## src/rtl/wta_inhibit.sv

```systemverilog
// k-winner-take-all lateral inhibition over race-logic spike lines within one gamma cycle.
// Passes the first K rising edges to out_o and records the first winner's index and arrival time.
module wta_inhibit #(
    parameter int GAMMA_CYCLE_WIDTH = 16,
    parameter int WIDTH             = 8,
    parameter int K                 = 1,
    localparam int TW = (GAMMA_CYCLE_WIDTH > 1) ? $clog2(GAMMA_CYCLE_WIDTH) : 1,
    localparam int IW = (WIDTH > 1) ? $clog2(WIDTH) : 1
) (
    input  logic             aclk_i,
    input  logic             rst_i,
    input  logic             grst_i,
    input  logic [WIDTH-1:0] in_i,
    output logic [WIDTH-1:0] out_o,
    output logic             winner_valid_o,
    output logic [IW-1:0]    winner_idx_o,
    output logic [TW-1:0]    winner_time_o
);

    localparam int CW = $clog2(K + 1);
    localparam logic [TW-1:0] TMAX  = TW'(GAMMA_CYCLE_WIDTH - 1);
    localparam logic [CW-1:0] K_CNT = CW'(K);

    generate
        if (K < 1 || K > WIDTH) begin : g_bad_k
            $error("wta_inhibit: K must be in 1..WIDTH");
        end
    endgenerate

    typedef enum logic [1:0] {WAIT_GRST, ACTIVE, INHIBIT} state_t;

    state_t           state_q, state_d;
    logic [WIDTH-1:0] out_q, out_d;
    logic [WIDTH-1:0] in_prev_q;
    logic             valid_q, valid_d;
    logic [IW-1:0]    idx_q, idx_d;
    logic [TW-1:0]    time_q, time_d;
    logic [TW-1:0]    tcnt_q, tcnt_d;
    logic [CW-1:0]    win_cnt_q, win_cnt_d;

    logic [WIDTH-1:0] edges;
    logic [WIDTH-1:0] grant;
    logic [CW-1:0]    cnt;
    logic [IW-1:0]    first_idx;
    logic             found;

    // Lowest-index edges win, up to the remaining winner budget; the rest are dropped.
    always_comb begin
        edges     = '0;
        grant     = '0;
        cnt       = win_cnt_q;
        first_idx = '0;
        found     = 1'b0;
        if (state_q == ACTIVE && !grst_i)
            edges = in_i & ~in_prev_q & ~out_q;
        for (int i = 0; i < WIDTH; i++) begin
            if (edges[i] && cnt < K_CNT) begin
                grant[i] = 1'b1;
                cnt      = cnt + CW'(1);
                if (!found) begin
                    found     = 1'b1;
                    first_idx = IW'(i);
                end
            end
        end
    end

    always_ff @(posedge aclk_i) begin
        if (rst_i) state_q <= WAIT_GRST;
        else       state_q <= state_d;
    end

    always_comb begin
        state_d = state_q;
        if (grst_i)
            state_d = ACTIVE;
        else if (state_q == ACTIVE && cnt == K_CNT)
            state_d = INHIBIT;
    end

    always_comb begin
        out_d     = out_q;
        valid_d   = valid_q;
        idx_d     = idx_q;
        time_d    = time_q;
        win_cnt_d = win_cnt_q;
        tcnt_d    = tcnt_q;
        if (grst_i) begin
            out_d     = '0;
            valid_d   = 1'b0;
            idx_d     = '0;
            time_d    = '0;
            win_cnt_d = '0;
            tcnt_d    = '0;
        end else begin
            if (state_q != WAIT_GRST && tcnt_q != TMAX)
                tcnt_d = tcnt_q + TW'(1);
            if (state_q == ACTIVE) begin
                out_d     = out_q | grant;
                win_cnt_d = cnt;
                if (win_cnt_q == '0 && found) begin
                    valid_d = 1'b1;
                    idx_d   = first_idx;
                    time_d  = tcnt_q;
                end
            end
        end
    end

    always_ff @(posedge aclk_i) begin
        if (rst_i) begin
            out_q     <= '0;
            in_prev_q <= '0;
            valid_q   <= 1'b0;
            idx_q     <= '0;
            time_q    <= '0;
            tcnt_q    <= '0;
            win_cnt_q <= '0;
        end else begin
            out_q     <= out_d;
            in_prev_q <= in_i;
            valid_q   <= valid_d;
            idx_q     <= idx_d;
            time_q    <= time_d;
            tcnt_q    <= tcnt_d;
            win_cnt_q <= win_cnt_d;
        end
    end

    assign out_o          = out_q;
    assign winner_valid_o = valid_q;
    assign winner_idx_o   = idx_q;
    assign winner_time_o  = time_q;

endmodule

```

## config.mk

```make
export PLATFORM = sky130hd
export DESIGN_NAME = wta_inhibit
export DESIGN_NICKNAME = d
export VERILOG_FILES = /design/src/rtl/wta_inhibit.sv
export SDC_FILE = /design/constraint.sdc
export NUM_CORES = 1
export LEC_CHECK = 0
export CAP_MARGIN = 10
export CORE_ASPECT_RATIO = 0.5
export CORE_UTILIZATION = 40
export CTS_BUF_LIST = sky130_fd_sc_hd__clkbuf_16
export CTS_CLUSTER_SIZE = 8
export DETAILED_ROUTE_END_ITERATION = 16
export PLACE_DENSITY = 0.73
export SYNTH_ARGS = -nofsm -noshare
export SYNTH_HDL_FRONTEND = slang
export SYNTH_SLANG_ARGS = --single-unit
```

## constraint.sdc

```tcl
create_clock -name aclk_i -period 3.3 [get_ports aclk_i]
set_input_delay 0.66 -clock aclk_i [delete_from_list [all_inputs] [get_ports aclk_i]]
set_output_delay 0.66 -clock aclk_i [all_outputs]
set_load 0.03 [all_outputs]
```

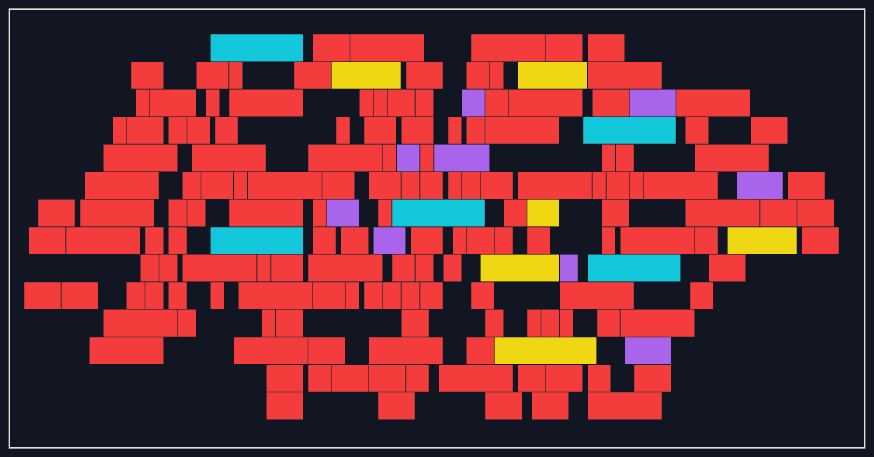
**Above:** run 1 (cells by drive strength).
| colour | size | cells | most used |
|---|---|---|---|
| red | x1 and smaller | 148 | dfxtp_1 |
| cyan | x6 and larger | 5 | clkbuf_16 |
| yellow | x3 and x4 | 6 | nor3b_4 |
| purple | x2 | 9 | nor3b_2 |
Layout area overhead: 31.1%
post-route cell area: 0.00178 mm^2

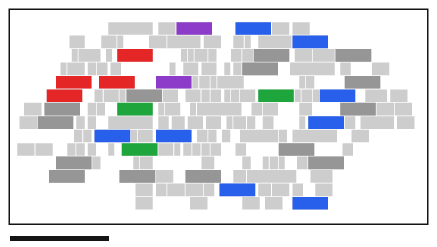
**Above:** run 1 (where the registers sit).
Scale bar: 20 um. Other sequential cells in the stronger grey, the rest of the logic in the fainter grey.
| colour | netlist name | sequential cells |
|---|---|---|
| blue | out_o | 8 |
| green | winner_idx_o | 3 |
| red | tcnt_q | 4 |
| purple | state_q | 2 |
Power Sequential: 0.398 mW
Flop area: 621 um^2

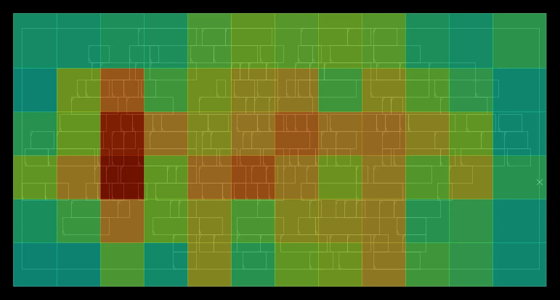
**Above:** run 1 (routing congestion map).
Tot GR Track Use: 16.9%
GRT met1 Usage: 22.7%

==> flow_summary.json, run 1 <==
{
  "outcome": "finished with violations",
  "violations": "design-rule violations",
  "drtAntennaViolNets": 0,
  "die_x_um": 84.4,
  "period_needed_ns": 2.37,
  "syn_avg_cell_area_um2": 9.69,
  "finalMaxSlewViolations": 0,
  "crit_required_ns": 3.50,
  "yosysSeqAreaShare_pct": 45.8,
  "routed_wl_um": 2810,
  "critPathKind": "input port to flop",
  "grt_pass1_wl_um": 4590,
  "cts_hold_buf": 0,
  "fp_util_pct": 43.5,
  "clock_sinks": 31,
  "syn-num-nets": 152,
  "ys.flop_type": "dfxtp_1",
  "syn_area_mm2": 0.00136,
  "instances_no_fill": 208,
  "cts_buffer_depth": 2,
  "ys_cells": 140,
  "ys_async_sr_fraction_pct": 0,
  "clkSlewWorstSetupHoldPaths_ns": 0.05,
  "drcViolationCount": 2,
  "cts_root_buffer": "clkbuf_16",
  "die_y_um": 43.2,
  "yosys_area_mm2": 0.00136,
  "warnings": 26,
  "grt_max_degree": 20,
  "skew_ns": 0.00249,
  "rsz0062_at_grt": "false",
  "critPathMaxFanout": 14,
  "peakVddDrop_mv": 0.301,
  "dr.pass1.iters": 10,
  "setup_violations": 0,
  "postPlaceCellArea_mm2": 0.00164,
  "yosysWarnings": 0,
  "start_kind": "input port",
  "critPathCaptureType": "flop",
  "p_leak_nw": 0.616,
  "design.core.area_mm2": 0.00312,
  "cts_max_level": 2,
  "hp-class": "flop to flop",
  "synth_cell_types": 44,
  "post-place-cells": 201,
  "fin_util_pct": 57.0,
  "port_buffers": 26,
  "post-cts-setup-buffers": 0,
  "cts_tree": "yes",
  "largest_area_cell": "dfxtp_1",
  "hold_slack_ns": 0.476,
  "gp_congestion": 0.910,
  "post_drt_via_cell_ratio": 5.46,
  "fin_ws_ns": 0.933,
  "fmax_ghz": 0.423,
  "top_cell_area_share_pct": 45.8,
  "area_leaders": "dfxtp_1 46%, nor2_1 5.0%, nor3b_4 4.2%",
  "power_mw": 0.918,
  "drt_iter0_drc": 87,
  "grt_pass1_vias": 973,
  "synthTopCellsByCount": "31 x dfxtp_1, 18 x nor2_1, 11 x a21oi_1, 8 x nor2b_1, 7 x o21ai_0",
  "setup_tns_ns": 0,
  "clkLatencyLatePin_ns": 0.27,
  "rows": 14,
  "drive_gt1_share_pct": 11.9,
  "edf_count": 0,
  "synthCells": 140,
  "fill_cells": 268,
  "dieArea_mm2": 0.00364,
  "via_count": 1135,
  "finalHoldViolCount": 0,
  "num_antenna_cells": 0,
  "avgRoutedWirePerCell_um": 13.5,
  "maxCapViolations": 0,
  "finalCritPeriodShare_pct": 71.7,
  "slew_headroom_pct": 61.6,
  "crit_arrival_ns": 2.57,
  "ys_ff": 31,
  "io_pins": 27,
  "place_ws_ns": 0.675,
  "cts_resized": 0,
  "tightest_slew_ns": 0.573,
  "cts_made_buffers": 5,
  "finalNetCount": 180,
  "antenna_found_initial": 0,
  "top_cell": "dfxtp_1",
  "powerDensity_mw_per_mm2": 516,
  "dp_hpwl_um": 2040,
  "overflow": 0
}
## run 1: cells by family (layout without fill, tap and decap cells)
logic type / Yosys count / in the layout / share of synthesized area (%)
xor+xnor: 3 / 3 / 1.94
flops: 31 / 31 / 45.8
buf+inv: 8 / 36 / 2.49
simple gates: 56 / 56 / 26.3
compound gates: 40 / 40 / 21.9
fa+ha+maj: 1 / 1 / 0.922
mux: 1 / 1 / 0.738
## run 1: final timing paths
| check | startpoint | end | slack [ns] | cells past startpoint |
|---|---|---|---|---|
| max | grst_i | winner_idx_o[0]$_SDFFE_PP0P_ | 0.93 | 6 |
| min | winner_time_o[1]$_SDFFE_PP0P_ | winner_time_o[1]$_SDFFE_PP0P_ | 0.48 | 2 |
| max reg2reg | state_q[0]$_SDFFE_PP0P_ | winner_idx_o[0]$_SDFFE_PP0P_ | 1.47 | 5 |
| min reg2reg | winner_time_o[1]$_SDFFE_PP0P_ | winner_time_o[1]$_SDFFE_PP0P_ | 0.48 | 2 |
## run 1: critical path: stages
cell and delay, ns:
clkdlybuf4s50_1 0.52, nor3b_4 0.51, o21ai_2 0.22, a2111oi_2 0.33
o221ai_1 0.17, a31oi_1 0.15
## run 1: sequential cells by signal, indices dropped and copies added (netlist names)
register	count
out_o	8
state_q	2
in_prev_q	8
winner_idx_o	3
win_cnt_q	1
winner_valid_o	1
tcnt_q	4
winner_time_o	4
## run 1: power by group
part           switching [mW]  internal [mW]
Sequential             0.0106          0.387
Clock                   0.142          0.269
Combinational          0.0601         0.0490
## run 1: per-layer routing
metal / share of wire [%] / vias to the layer above / routed length (um) / GRT usage [%]
met1: 49 / 520 / 1380 / 22.7
met2: 41 / 42 / 1150 / 24.6
met5: 0 / - / 0 / 0
li1: - / 565 / - / -
met3: 8.1 / 8 / 227 / 6.23
met4: 1.7 / 0 / 48 / 7.12
## run 1: area by class of cell
cell class	count	area, um^2	share of cell area (%)
Tap cell	40	50.0	2.81
Sequential cell	31	621	34.9
Multi-Input combinational cell	101	702	39.5
Clock inverter	2	8.76	0.493
Clock buffer	5	125	7.04
Inverter	3	11.3	0.633
Timing Repair Buffer	26	260	14.6
## run 1: cells in the final DEF, fill, tap and decap left out, types with 2 or more instances in the layout
| cell type | Yosys | layout |
|---|---|---|
| and2_1 | 3 | 3 |
| nor3b_1 | 4 | 4 |
| o21ai_0 | 7 | 7 |
| a21o_1 | 2 | 2 |
| inv_1 | 3 | 3 |
| a31oi_1 | 5 | 5 |
| nor2b_1 | 8 | 8 |
| a21oi_1 | 11 | 11 |
| nor3b_2 | 3 | 3 |
| dfxtp_1 | 31 | 31 |
| nand2_1 | 4 | 4 |
| nand3_1 | 5 | 5 |
| clkbuf_16 | 0 | 5 |
| clkdlybuf4s50_1 | 0 | 26 |
| xor2_1 | 2 | 2 |
| nor3b_4 | 3 | 3 |
| nor2_1 | 18 | 18 |
**Run 1: wiring by layer**

Two of the layers only.
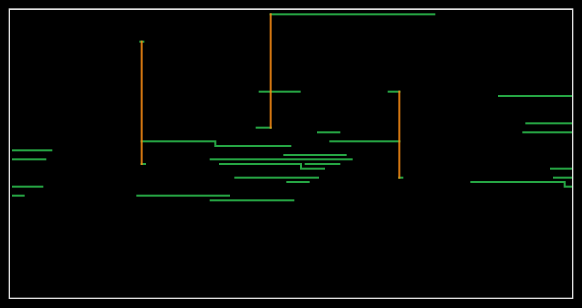

--- run 2 (diff from run 1) ---
--- a/config.mk
+++ b/config.mk
@@ -11,7 +11,7 @@
 export CTS_BUF_LIST = sky130_fd_sc_hd__clkbuf_16
 export CTS_CLUSTER_SIZE = 8
 export DETAILED_ROUTE_END_ITERATION = 16
-export PLACE_DENSITY = 0.73
+export PLACE_DENSITY = 0.75
 export SYNTH_ARGS = -nofsm -noshare
 export SYNTH_HDL_FRONTEND = slang
 export SYNTH_SLANG_ARGS = --single-unit
==> constraint.sdc (replaced) <==
create_clock -name aclk_i -period 2 [get_ports aclk_i]
set_input_delay 0.4 -clock aclk_i [delete_from_list [all_inputs] [get_ports aclk_i]]
set_output_delay 0.4 -clock aclk_i [all_outputs]
set_load 0.03 [all_outputs]
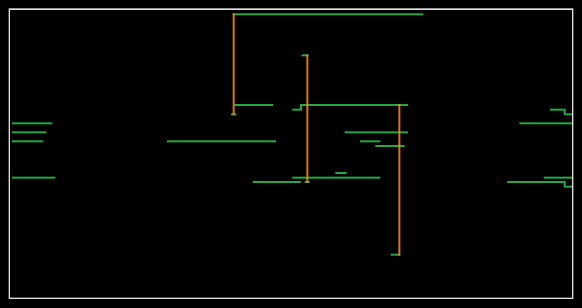
**Above:** run 2 (wiring by layer).
Two of the layers only.
| colour | layer | wire length |
|---|---|---|
| orange | M4 | 56.4 um |
| green | M3 | 154 um |
WL final: 3380 um
Tot GR Track Use: 20.9%

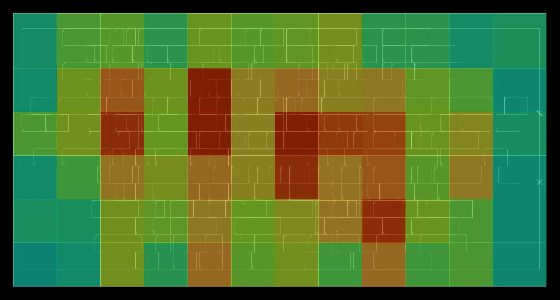
**Above:** run 2 (routing congestion map).
WL/cell: 14.6 um
GRT met1 Usage: 26.5%
met2 usage: 33.9%
Layout Utilization: 63.9%

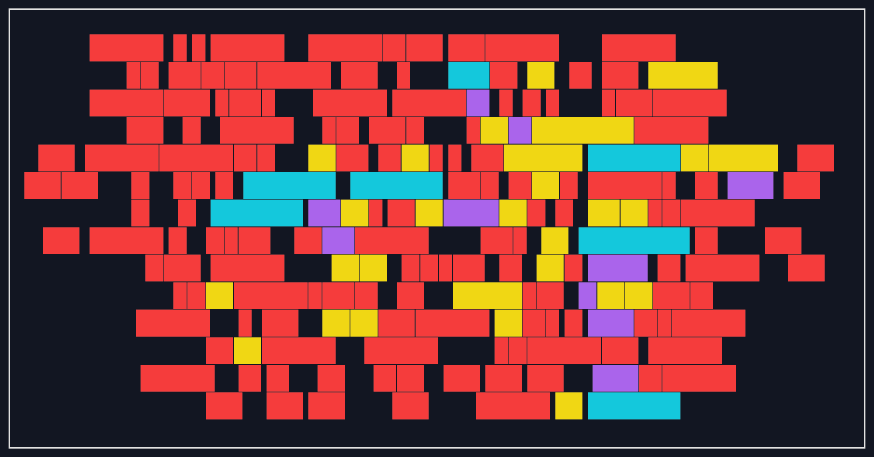
**Above:** run 2 (cells by drive strength).
| colour | size | cells | most used |
|---|---|---|---|
| purple | x2 | 10 | nor3b_2 |
| red | x1 and smaller | 147 | dfxtp_1 |
| cyan | x6 and larger | 7 | clkbuf_16 |
| yellow | x3 and x4 | 28 | buf_4 |
fin worst setup slack: 0.0740 ns
Layout area overhead: 46.9%

==> run 2 against run 1 <==
Effect of this change: the run still ends with design-rule violations left; hold slack improved by 0.0038 ns; die area is the same; final area rose by 12%; sequential power is 65% higher; power grew 88%; critical path depth decreased by 1; clock power grew 100%; sequential share of layout area decreased by 3.7 points; global-route usage increased by 3.9 points; synthesized cell count did not move.
==> flow_summary.json, run 2 <==
{
  "outcome": "finished with violations",
  "violations": "design-rule violations",
  "design.core.area_mm2": 0.00312,
  "drtAntennaViolNets": 0,
  "finalCritPeriodShare_pct": 96.3,
  "cts_made_buffers": 5,
  "ys_async_sr_fraction_pct": 0,
  "skew_ns": 0.00399,
  "dp_hpwl_um": 2400,
  "finalHoldViolCount": 0,
  "grt_pass1_vias": 1202,
  "peakVddDrop_mv": 0.416,
  "maxCapViolations": 0,
  "cp-startpoint": "in_i[4]",
  "post_drt_via_cell_ratio": 5.21,
  "gp_congestion": 0.822,
  "dr.pass1.iters": 10,
  "p_leak_nw": 0.748,
  "top_cell_area_share_pct": 45.8,
  "port_buffers": 26,
  "cts_tree": "yes",
  "powerDensity_mw_per_mm2": 866,
  "top_cell": "dfxtp_1",
  "syn_area_mm2": 0.00136,
  "final_cell_area_mm2": 0.00199,
  "drcViolationCount": 4,
  "ys_ff": 31,
  "instances_no_fill": 232,
  "lay_top_cells": "31 x dfxtp_1, 26 x clkdlybuf4s50_1, 22 x buf_4",
  "worstHoldStart": "winner_time_o[2]$_SDFFE_PP0P_",
  "dieArea_mm2": 0.00364,
  "syn-num-nets": 152,
  "synthCells": 140,
  "fp_util_pct": 43.5,
  "critPathKind": "input port to flop",
  "critPathCaptureType": "flop",
  "post-place-cells": 224,
  "cts_buffer_depth": 2,
  "whs_path_depth": 2,
  "sw_frac_of_total_pct": 22.7,
  "crit_path_max_incr_delay_ns": 0.51,
  "grt_max_degree": 20,
  "yosys_area_mm2": 0.00136,
  "ys.flop_type": "dfxtp_1",
  "power_frac_seq_pct": 38.0,
  "cp_slowest_cell": "o41a_4",
  "syn_avg_cell_area_um2": 9.69,
  "via_count": 1209,
  "finalNetCount": 203,
  "area_leaders": "dfxtp_1 46%, nor2_1 5.0%, nor3b_4 4.2%",
  "clkLatencyLatePin_ns": 0.27,
  "power_mw": 1.73,
  "start_kind": "input port",
  "period_needed_ns": 1.93,
  "setup_violations": 0,
  "fmax_ghz": 0.519,
  "die_y_um": 43.2,
  "p_comb_share_pct": 13.4,
  "clock_sinks": 31,
  "critPathMaxFanout": 6,
  "post-cts-setup-buffers": 0,
  "crit_required_ns": 2.16,
  "power.switching_mw": 0.391,
  "yosysSeqAreaShare_pct": 45.8,
  "tightest_slew_ns": 0.458,
  "path_cells": "clkdlybuf4s50_1 -> nor3b_4 -> or2_4 -> o41a_4 -> o31a_1",
  "final_layout_top_logic_cell": "dfxtp_1",
  "finalMaxSlewViolations": 0,
  "largest_area_cell": "dfxtp_1",
  "die_x_um": 84.4,
  "clkSlewWorstSetupHoldPaths_ns": 0.05,
  "postPlaceCellArea_mm2": 0.00182,
  "synth_cell_types": 44,
  "warnings": 26,
  "io_pins": 27,
  "drive_gt1_share_pct": 23.4,
  "internal_power_mw": 1.33,
  "drt_iter0_drc": 89,
  "clkPwrFrac_pct": 48.5,
  "cts_root_buffer": "clkbuf_16",
  "yosysWarnings": 0,
  "cts_max_level": 2,
  "hp-class": "flop to flop",
  "synthTopCellsByCount": "31 x dfxtp_1, 18 x nor2_1, 11 x a21oi_1, 8 x nor2b_1, 7 x o21ai_0",
  "reg2reg_from": "state_q[0]$_SDFFE_PP0P_",
  "slew_headroom_pct": 69.3,
  "num_antenna_cells": 0,
  "grt_pass1_wl_um": 5660,
  "rows": 14,
  "worstRegToRegCells": 6,
  "antenna_found_initial": 0
}
## run 2: cell types whose count changed in the layout (fill, tap and decap cells not counted), sizes merged
cell / before / now
bufinv: 0 / 1
buf: 0 / 23
## run 2: critical path: cells and delay by family
kind / cells / cell delay [ns]
AOI/OAI and AO/OA: 2 / 0.80
and+or+nand+nor: 2 / 0.46
buffers and inverters: 1 / 0.43
## run 2: cell type report
class,count,area (um^2)
fill,254,1130
multi-input combinational,101,709
sequential,31,621
timing repair buffer,49,437
clock buffer,5,125
tap,40,50.0
clock inverter,3,38.8
inverter,3,11.3
## run 2: path summary, 6_finish.rpt
path	to	slack, ns
worst max-delay path	winner_valid_o$_SDFFE_PP0P_	0.07
worst min-delay path	winner_time_o[2]$_SDFFE_PP0P_	0.48
worst max register to register	winner_idx_o[0]$_SDFFE_PP0P_	0.30
worst min register to register	winner_time_o[2]$_SDFFE_PP0P_	0.48
## run 2: cells by family after synthesis
group	synth area share (%)
buf+inv	2.49
flops	45.8
simple gates	26.3
mux	0.738
fa+ha+maj	0.922
xor+xnor	1.94
compound gates	21.9
## run 2: power by group through the flow
stage          registers (mW)  clock network [mW]  logic (mW)
6_report                0.656               0.837       0.232
5_1_grt                 0.658               0.876       0.250
4_1_cts                 0.656               0.844       0.227
3_5_place_dp            0.669                   0       0.222
3_3_place_gp            0.668                   0       0.217
2_1_floorplan           0.672                   0       0.118
## run 2: metal layers
metal	GRT usage, %	vias up	share of wire [%]
met5	0	-	0
met4	7.80	0	1.7
met3	6.23	6	4.5
met2	33.9	31	44
met1	26.5	558	49
li1	-	614	-
## run 2: through the flow
step / hold WS [ns] / TNS [ns] / setup slack [ns]
3_3_place_gp: 0.462 / -1.42 / -0.174
6_report: 0.479 / 0 / 0.0740
4_1_cts: 0.479 / 0 / 0.0382
3_5_place_dp: 0.462 / -1.97 / -0.223
2_1_floorplan: 0.479 / 0 / 0.214
5_1_grt: 0.499 / 0 / 0.00753
## run 2: what timing repair did
action                                  CTS  global route
gates resized                             0             5
hold buffers                              0             0
endpoints found under the setup margin    0             6
--- run 3 (diff from run 2) ---
--- a/config.mk
+++ b/config.mk
@@ -11,6 +11,7 @@
 export CTS_BUF_LIST = sky130_fd_sc_hd__clkbuf_16
 export CTS_CLUSTER_SIZE = 8
 export DETAILED_ROUTE_END_ITERATION = 16
+export HOLD_SLACK_MARGIN = 0.03
 export PLACE_DENSITY = 0.75
 export SYNTH_ARGS = -nofsm -noshare
 export SYNTH_HDL_FRONTEND = slang
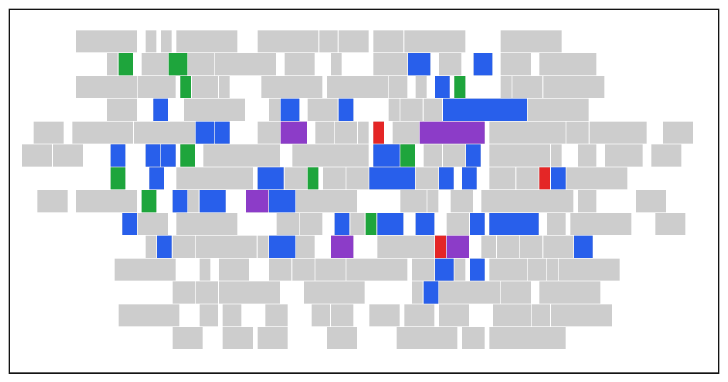
**Above:** run 3 (gate families picked out).
| colour | family | cells |
|---|---|---|
| red | inv cells | 3 |
| green | nand cells | 10 |
| blue | aoi and oai cells | 35 |
| purple | non-inverting ao/oa cells | 5 |
most numerous logic cell after layout: dfxtp_1
Layout Cells excl Fill: 232
fraction of area in multi-input gates: 35.6%

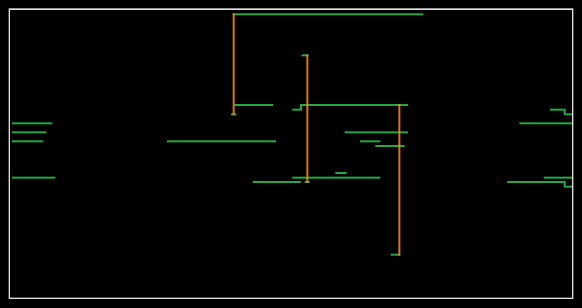
**Above:** run 3 (wiring by layer).
Two of the layers only.
| colour | layer | wire length |
|---|---|---|
| orange | M4 | 56.4 um |
| green | M3 | 154 um |
DR vias: 1209

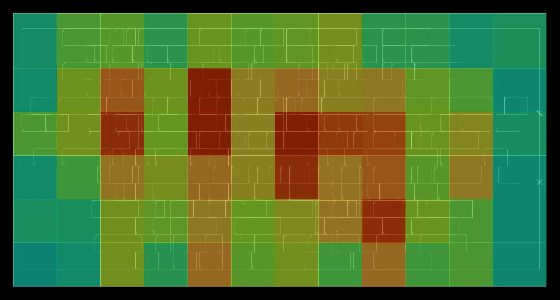
**Above:** run 3 (routing congestion map).
grt peak-use layer: met2
GR Util met3: 6.23%

==> run 3 against run 2 <==
Effect of this change: the flow still finishes with violations (design-rule violations); largest power group unchanged; sequential power is essentially flat; critical path depth is the same; area after synthesis is the same; first-iteration DRC count is the same; final area is the same; global-route usage is the same; clock power is essentially flat; combinational power is essentially flat; power is the same; non-clock buffer count is the same; routed wire length is the same; sequential share of layout area is the same.
==> flow_summary.json, run 3 <==
{
  "outcome": "finished with violations",
  "violations": "design-rule violations",
  "whs_path_depth": 2,
  "power_mw": 1.73,
  "cts_made_buffers": 5,
  "post_drt_via_cell_ratio": 5.21,
  "io_pins": 27,
  "overflow": 0,
  "area_leaders": "dfxtp_1 46%, nor2_1 5.0%, nor3b_4 4.2%",
  "post-place-cells": 224,
  "cts_buffer_depth": 2,
  "edf_count": 0,
  "grt_pass1_wl_um": 5660,
  "tightest_slew_ns": 0.458,
  "critPathCaptureType": "flop",
  "drtAntennaViolNets": 0,
  "rows": 14,
  "maxCapViolations": 0,
  "hp-class": "flop to flop",
  "synthTopCellsByCount": "31 x dfxtp_1, 18 x nor2_1, 11 x a21oi_1, 8 x nor2b_1, 7 x o21ai_0",
  "skew_ns": 0.00399,
  "period_needed_ns": 1.93,
  "routed_wl_um": 3380,
  "dieArea_mm2": 0.00364,
  "antenna_found_initial": 0,
  "worstRegToRegCells": 6,
  "design.core.area_mm2": 0.00312,
  "rsz0062_at_grt": "false",
  "top_cell_area_share_pct": 45.8,
  "cts_tree": "yes",
  "ys.flop_type": "dfxtp_1",
  "die_y_um": 43.2,
  "finalCritPeriodShare_pct": 96.3,
  "finalMaxSlewViolations": 0,
  "cts_max_level": 2,
  "largest_area_cell": "dfxtp_1",
  "fp_util_pct": 43.5,
  "syn_area_mm2": 0.00136,
  "drt_iter0_drc": 89,
  "yosys_area_mm2": 0.00136,
  "clkSlewWorstSetupHoldPaths_ns": 0.05,
  "crit_required_ns": 2.16,
  "cts_root_buffer": "clkbuf_16",
  "num_antenna_cells": 0,
  "syn_avg_cell_area_um2": 9.69,
  "ys_cells": 140,
  "dr.pass1.iters": 10,
  "grt.total_usage_pct": 20.9,
  "finalHoldViolCount": 0,
  "synthCells": 140,
  "syn-num-nets": 152,
  "critPathMaxFanout": 6,
  "finalNetCount": 203,
  "use_met2_pct": 33.9,
  "drcViolationCount": 4,
  "hold_slack_ns": 0.479,
  "grt_max_degree": 20,
  "clkLatencyLatePin_ns": 0.27,
  "critPathKind": "input port to flop",
  "warnings": 26,
  "crit_arrival_ns": 2.09,
  "powerDensity_mw_per_mm2": 866,
  "area_growth_pct": 46.9,
  "peakVddDrop_mv": 0.416,
  "slew_headroom_pct": 69.3,
  "gp_congestion": 0.822,
  "drive_gt1_share_pct": 23.4,
  "fin_util_pct": 63.9,
  "clock_sinks": 31,
  "start_kind": "input port",
  "yosysWarnings": 0,
  "ys_async_sr_fraction_pct": 0,
  "setup_violations": 0,
  "grt_pass1_vias": 1202,
  "ys_ff": 31,
  "port_buffers": 26,
  "p_leak_nw": 0.748,
  "die_x_um": 84.4,
  "avgRoutedWirePerCell_um": 14.6,
  "synth_cell_types": 44,
  "dp_hpwl_um": 2400,
  "fmax_ghz": 0.519,
  "lay_top_cells": "31 x dfxtp_1, 26 x clkdlybuf4s50_1, 22 x buf_4",
  "use_met1_pct": 26.5,
  "top_cell": "dfxtp_1",
  "yosysSeqAreaShare_pct": 45.8
}
run 3: cell counts after synthesis:
Identical to the previous run, type by type.
run 3: final timing paths:
kind / start / end / slack [ns]
setup / recovery: in_i[4] / winner_valid_o$_SDFFE_PP0P_ / 0.07
hold reg to reg: winner_time_o[2]$_SDFFE_PP0P_ / winner_time_o[2]$_SDFFE_PP0P_ / 0.48
setup reg to reg: state_q[0]$_SDFFE_PP0P_ / winner_idx_o[0]$_SDFFE_PP0P_ / 0.30
hold / removal: winner_time_o[2]$_SDFFE_PP0P_ / winner_time_o[2]$_SDFFE_PP0P_ / 0.48
run 3: cells by family (layout without fill, tap and decap cells):
family	after synthesis	in the layout	share of synthesized area (%)
xor+xnor	3	3	1.94
compound gates	40	40	21.9
buf+inv	8	60	2.49
fa+ha+maj	1	1	0.922
mux	1	1	0.738
simple gates	56	56	26.3
flops	31	31	45.8
run 3: cell type report:
type	count	area [um^2]
inverter	3	11.3
timing repair buffer	49	437
multi-input combinational	101	709
clock buffer	5	125
sequential	31	621
clock inverter	3	38.8
fill	254	1130
tap	40	50.0
run 3: stage by stage:
stage	setup slack, ns	TNS (ns)	instance area [um^2]
final	0.0740	0	1990
after global routing	0.00753	0	1990
after CTS	0.0382	0	1980
after detailed placement	-0.223	-1.97	1820
after global placement	-0.174	-1.42	1820
after floorplan	0.214	0	1360
run 3: critical path: stages:
cell,delay (ns)
clkdlybuf4s50_1,0.43
nor3b_4,0.18
or2_4,0.28
o41a_4,0.51
o31a_1,0.29
run 3: report_power, final:
part / switching (mW) / total [mW] / internal [mW] / leakage [nW]
registers: 0.0183 / 0.656 / 0.638 / 0.253
clock network: 0.258 / 0.837 / 0.579 / 0.0812
logic: 0.115 / 0.232 / 0.117 / 0.414
total: 0.391 / 1.73 / 1.33 / 0.748
run 3: routing by layer:
| layer | up-vias | share of wire [%] |
|---|---|---|
| met1 | 558 | 49 |
| li1 | 614 | - |
| met5 | - | 0 |
| met2 | 31 | 44 |
| met3 | 6 | 4.5 |
| met4 | 0 | 1.7 |
run 3: repair_timing:
| action | in CTS | in global routing |
|---|---|---|
| endpoints found under the setup margin | 0 | 6 |
| gates resized | 0 | 5 |
| hold buffers | 0 | 0 |
| buffers inserted | 0 | 0 |
Power is estimated from default activity; no workload was simulated.
